`config.mk`:
```
export PLATFORM = sky130hd
export DESIGN_NAME = stream_arbiter_flat
export DESIGN_NICKNAME = d
export VERILOG_FILES = /design/src/rtl/stream_arbiter_if.sv /design/src/rtl/stream_arbiter.sv /design/src/flat_wrapper.sv
export SDC_FILE = /design/constraint.sdc
export NUM_CORES = 1
export LEC_CHECK = 0
export ABC_AREA = 1
export CAP_MARGIN = 40
export CORE_MARGIN = 2
export CORE_UTILIZATION = 47
export CTS_CLUSTER_DIAMETER = 150
export DETAILED_ROUTE_END_ITERATION = 16
export GPL_ROUTABILITY_DRIVEN = 0
export GPL_TIMING_DRIVEN = 0
export HOLD_SLACK_MARGIN = 0.02
export PLACE_DENSITY = 0.88
export SLEW_MARGIN = 20
export SYNTH_ARGS = -nofsm -noshare
export SYNTH_HDL_FRONTEND = slang
export SYNTH_SLANG_ARGS = --single-unit
export TNS_END_PERCENT = 50
```
`constraint.sdc`:
```
create_clock -name clock -period 2.9 [get_ports clock]
set_input_delay 0.58 -clock clock [delete_from_list [all_inputs] [get_ports clock]]
set_output_delay 0.58 -clock clock [all_outputs]
set_load 0.02 [all_outputs]
```
`src/rtl/stream_arbiter_if.sv`:
```
// Handshake bundle for stream_arbiter: INPUT_COUNT requester streams in, one stream out.
// master is the arbiter's view; slave is the view of whatever surrounds it.
interface stream_arbiter_if #(
  parameter int WORD_WIDTH   = 64,
  parameter int INPUT_COUNT  = 4,
  parameter int SELECT_WIDTH = 2
);
  logic [INPUT_COUNT-1:0]            s_valid;
  logic [INPUT_COUNT-1:0]            s_ready;
  logic [INPUT_COUNT*WORD_WIDTH-1:0] s_data;
  logic [INPUT_COUNT-1:0]            s_last;
  logic                              m_valid;
  logic                              m_ready;
  logic [WORD_WIDTH-1:0]             m_data;
  logic                              m_last;
  logic [SELECT_WIDTH-1:0]           m_source;

  modport master (
    input  s_valid, s_data, s_last, m_ready,
    output s_ready, m_valid, m_data, m_last, m_source
  );

  modport slave (
    output s_valid, s_data, s_last, m_ready,
    input  s_ready, m_valid, m_data, m_last, m_source
  );
endinterface

```
`src/rtl/stream_arbiter.sv`:
```
// Round-robin packet-locking arbiter feeding a registered 2-entry skid stage.
// Grant is held from arbitration until the s_last beat of that packet is accepted.
module stream_arbiter #(
  parameter int WORD_WIDTH   = 64,
  parameter int INPUT_COUNT  = 4,
  parameter int SELECT_WIDTH = 2
) (
  input  logic             clock,
  input  logic             clear,
  stream_arbiter_if.master bus
);

  typedef enum logic {ARB_IDLE, ARB_LOCKED} arb_state_t;
  typedef enum logic [1:0] {SKID_EMPTY, SKID_BUSY, SKID_FULL} skid_state_t;

  arb_state_t              arb_state_reg, arb_state_next;
  logic [SELECT_WIDTH-1:0] grant_reg, grant_next;
  logic [SELECT_WIDTH-1:0] last_grant_reg, last_grant_next;

  skid_state_t             skid_state_reg, skid_state_next;
  logic [WORD_WIDTH-1:0]   out_data_reg, out_data_next;
  logic                    out_last_reg, out_last_next;
  logic [SELECT_WIDTH-1:0] out_source_reg, out_source_next;
  logic [WORD_WIDTH-1:0]   skid_data_reg, skid_data_next;
  logic                    skid_last_reg, skid_last_next;
  logic [SELECT_WIDTH-1:0] skid_source_reg, skid_source_next;

  logic [WORD_WIDTH-1:0]   word_array [INPUT_COUNT];
  logic [INPUT_COUNT-1:0]  ready_vec;
  logic                    room;
  logic                    in_beat;
  logic                    out_beat;
  logic                    in_last;
  logic [WORD_WIDTH-1:0]   in_data;
  logic                    rr_found;
  logic [SELECT_WIDTH-1:0] rr_pick;

  generate
    for (genvar gi = 0; gi < INPUT_COUNT; gi++) begin : g_unpack
      assign word_array[gi] = bus.s_data[gi*WORD_WIDTH +: WORD_WIDTH];
    end
  endgenerate

  // Readiness comes only from registers, so nothing upstream sees m_ready combinationally.
  assign room     = (skid_state_reg != SKID_FULL);
  assign in_data  = word_array[grant_reg];
  assign in_last  = bus.s_last[grant_reg];
  assign in_beat  = (arb_state_reg == ARB_LOCKED) && room && bus.s_valid[grant_reg];
  assign out_beat = (skid_state_reg != SKID_EMPTY) && bus.m_ready;

  always_comb begin
    ready_vec = '0;
    if (arb_state_reg == ARB_LOCKED && room) begin
      ready_vec[grant_reg] = 1'b1;
    end
  end

  // Search starts one past the previous winner and wraps around.
  always_comb begin : rr_search
    logic [SELECT_WIDTH:0] cand;
    rr_found = 1'b0;
    rr_pick  = '0;
    cand     = '0;
    for (int i = 1; i <= INPUT_COUNT; i++) begin
      cand = {1'b0, last_grant_reg} + (SELECT_WIDTH+1)'(i);
      if (cand >= (SELECT_WIDTH+1)'(INPUT_COUNT)) begin
        cand = cand - (SELECT_WIDTH+1)'(INPUT_COUNT);
      end
      if (!rr_found && bus.s_valid[cand[SELECT_WIDTH-1:0]]) begin
        rr_found = 1'b1;
        rr_pick  = cand[SELECT_WIDTH-1:0];
      end
    end
  end

  always_comb begin
    arb_state_next  = arb_state_reg;
    grant_next      = grant_reg;
    last_grant_next = last_grant_reg;
    case (arb_state_reg)
      ARB_IDLE: begin
        if (rr_found) begin
          grant_next     = rr_pick;
          arb_state_next = ARB_LOCKED;
        end
      end
      ARB_LOCKED: begin
        if (in_beat && in_last) begin
          last_grant_next = grant_reg;
          arb_state_next  = ARB_IDLE;
        end
      end
      default: arb_state_next = ARB_IDLE;
    endcase
  end

  always_comb begin
    skid_state_next  = skid_state_reg;
    out_data_next    = out_data_reg;
    out_last_next    = out_last_reg;
    out_source_next  = out_source_reg;
    skid_data_next   = skid_data_reg;
    skid_last_next   = skid_last_reg;
    skid_source_next = skid_source_reg;
    case (skid_state_reg)
      SKID_EMPTY: begin
        if (in_beat) begin
          out_data_next   = in_data;
          out_last_next   = in_last;
          out_source_next = grant_reg;
          skid_state_next = SKID_BUSY;
        end
      end
      SKID_BUSY: begin
        if (in_beat && !out_beat) begin
          skid_data_next   = in_data;
          skid_last_next   = in_last;
          skid_source_next = grant_reg;
          skid_state_next  = SKID_FULL;
        end else if (in_beat && out_beat) begin
          out_data_next   = in_data;
          out_last_next   = in_last;
          out_source_next = grant_reg;
        end else if (out_beat) begin
          skid_state_next = SKID_EMPTY;
        end
      end
      SKID_FULL: begin
        if (out_beat) begin
          out_data_next   = skid_data_reg;
          out_last_next   = skid_last_reg;
          out_source_next = skid_source_reg;
          skid_state_next = SKID_BUSY;
        end
      end
      default: skid_state_next = SKID_EMPTY;
    endcase
  end

  always_ff @(posedge clock) begin
    if (clear) begin
      arb_state_reg   <= ARB_IDLE;
      grant_reg       <= '0;
      last_grant_reg  <= SELECT_WIDTH'(INPUT_COUNT - 1);
      skid_state_reg  <= SKID_EMPTY;
      out_data_reg    <= '0;
      out_last_reg    <= 1'b0;
      out_source_reg  <= '0;
      skid_data_reg   <= '0;
      skid_last_reg   <= 1'b0;
      skid_source_reg <= '0;
    end else begin
      arb_state_reg   <= arb_state_next;
      grant_reg       <= grant_next;
      last_grant_reg  <= last_grant_next;
      skid_state_reg  <= skid_state_next;
      out_data_reg    <= out_data_next;
      out_last_reg    <= out_last_next;
      out_source_reg  <= out_source_next;
      skid_data_reg   <= skid_data_next;
      skid_last_reg   <= skid_last_next;
      skid_source_reg <= skid_source_next;
    end
  end

  assign bus.s_ready  = ready_vec;
  assign bus.m_valid  = (skid_state_reg != SKID_EMPTY);
  assign bus.m_data   = out_data_reg;
  assign bus.m_last   = out_last_reg;
  assign bus.m_source = out_source_reg;

endmodule

```
`src/flat_wrapper.sv`:
```
// flat-port wrapper written by rule: the top's interface ports become plain ports
module stream_arbiter_flat 
#(
  parameter int WORD_WIDTH   = 64,
  parameter int INPUT_COUNT  = 4,
  parameter int SELECT_WIDTH = 2
)
  (clock, clear, bus_s_valid, bus_s_data, bus_s_last, bus_m_ready, bus_s_ready, bus_m_valid, bus_m_data, bus_m_last, bus_m_source);
  stream_arbiter_if #(.WORD_WIDTH(WORD_WIDTH), .INPUT_COUNT(INPUT_COUNT), .SELECT_WIDTH(SELECT_WIDTH)) bus_i ();
  input  logic clock;
  input  logic clear;
  input wire logic [$bits(bus_i.s_valid)-1:0] bus_s_valid;
  input wire logic [$bits(bus_i.s_data)-1:0] bus_s_data;
  input wire logic [$bits(bus_i.s_last)-1:0] bus_s_last;
  input wire logic [$bits(bus_i.m_ready)-1:0] bus_m_ready;
  output wire logic [$bits(bus_i.s_ready)-1:0] bus_s_ready;
  output wire logic [$bits(bus_i.m_valid)-1:0] bus_m_valid;
  output wire logic [$bits(bus_i.m_data)-1:0] bus_m_data;
  output wire logic [$bits(bus_i.m_last)-1:0] bus_m_last;
  output wire logic [$bits(bus_i.m_source)-1:0] bus_m_source;
  assign bus_i.s_valid = bus_s_valid;
  assign bus_i.s_data = bus_s_data;
  assign bus_i.s_last = bus_s_last;
  assign bus_i.m_ready = bus_m_ready;
  assign bus_s_ready = bus_i.s_ready;
  assign bus_m_valid = bus_i.m_valid;
  assign bus_m_data = bus_i.m_data;
  assign bus_m_last = bus_i.m_last;
  assign bus_m_source = bus_i.m_source;
  stream_arbiter #(.WORD_WIDTH(WORD_WIDTH), .INPUT_COUNT(INPUT_COUNT), .SELECT_WIDTH(SELECT_WIDTH)) u_core (.clock(clock), .clear(clear), .bus(bus_i));
endmodule
```
==> images/pdn.png <==
Pins as bars on the die edge. Tap cells in gray.
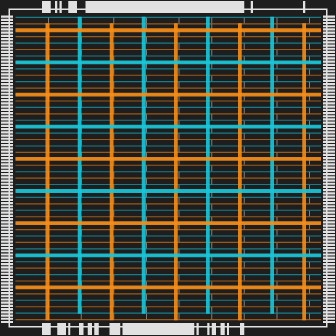
[VSS] orange
[VDD] cyan
signal pins: 339
met1 rails: 48
met4 straps: 9
met5 straps: 9

==> images/cell_classes.png <==
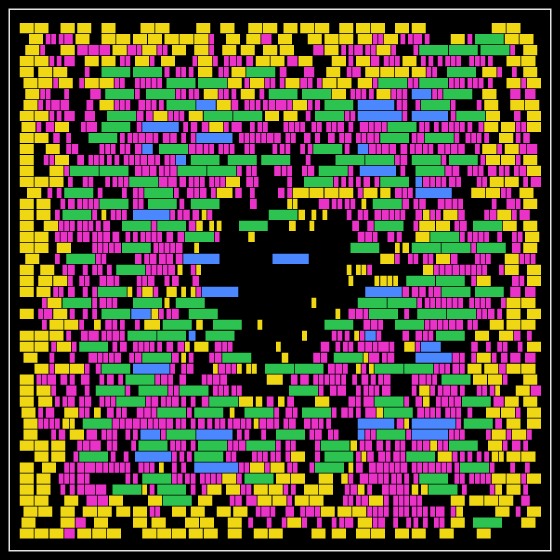
[flip-flops] green | cells: 141
[other buffers and delay cells] yellow | cells: 425
[clock drivers and dummy loads] blue | cells: 32
[all other logic] magenta | cells: 1103

==> images/clock_map.png <==
Scale bar: 50 um.
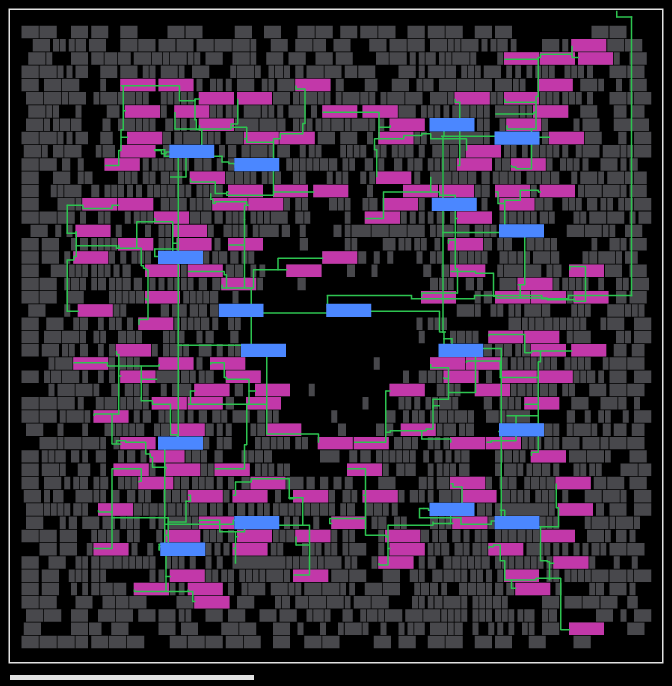
[cells driving clock nets] blue | count: 17
[flip-flops] magenta | count: 141
[clock wires] green | length: 1770 um
flops lie: spread over the die
routed clock nets: 18

==> images/metal_stack.png <==
Scale bar: 50 um.
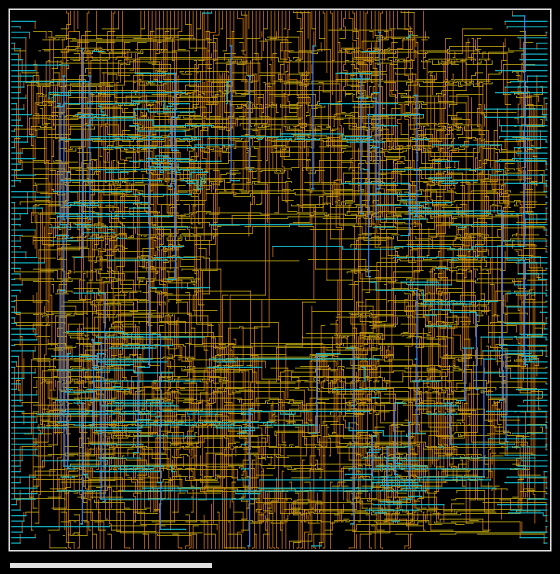
[met4] blue | wire length: 1310 um
[met2] orange | wire length: 15900 um
[met1] yellow | wire length: 12100 um
[met3] cyan | wire length: 3580 um

==> images/final_congestion.png <==
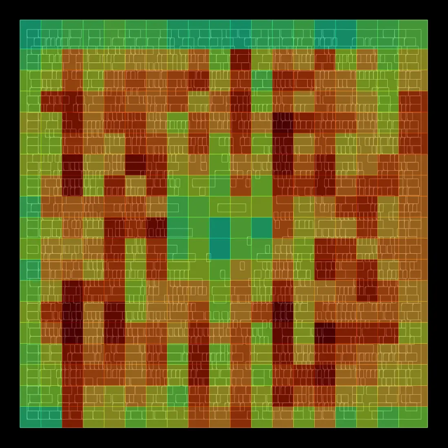
met3 Use GR: 8.94%
Final Util: 73.8%
gr usage total: 36.2%
M2 GR Usage: 63.6%
met1 Track Usage GR: 40.9%

==> results.txt <==
Non-clk invs: 151
Top comb family, area: simple AND/OR/NAND/NOR gates
Layout Cells excl Fill: 1921
Max frequency: 0.363 GHz
# IOs: 339
Flop area: 2820 sq um
First-pass GRT wire length: 50.3 mm
Sequential fraction of design power: 27.1%
Synth Area in XOR/XNOR: 0%
Comb pwr: 4.10 mW
Flops after synth: 141
Flop share of the area: 23.2%
Final Cycle Share: 94.9%
Max stage delay on crit path: 640 ps
CP arrival: 2170 ps
Flops: 141
Setup bufs post-CTS: 0
Number of clock sinks: 141
CP top delay family: buffers and inverters
Yosys cell count: 1331
Most numerous logic cell after layout: nand2_1
RSZ-0062 raised after global routing: false
WL met3: 3.58 mm
Slew margin rel.: 49.8%
Iteration-0 DRC Markers: 1016
Hold Path Class: flip-flop to flip-flop
Worst skew pair latency: 430 ps
Post-synthesis adder-cell area fraction: 0%
Clock-cell share: 5.16%
Tap Cells: 220
CTS H-tree lvls: 4
Setup ws final: 148 ps
Min Hold Slack: 445 ps
CP endpoint: bus_s_ready[2]
Status: completed
Top Metal Used: met4
Hold_buf cts: 0
Power density cells: 722 nW/um^2
Worst hold path depth: 2
Critical R2R Launch: u_core.grant_reg[1]$_SDFFE_PP0P_
Power figures rest on the tool's default switching activity, not on a simulated workload.
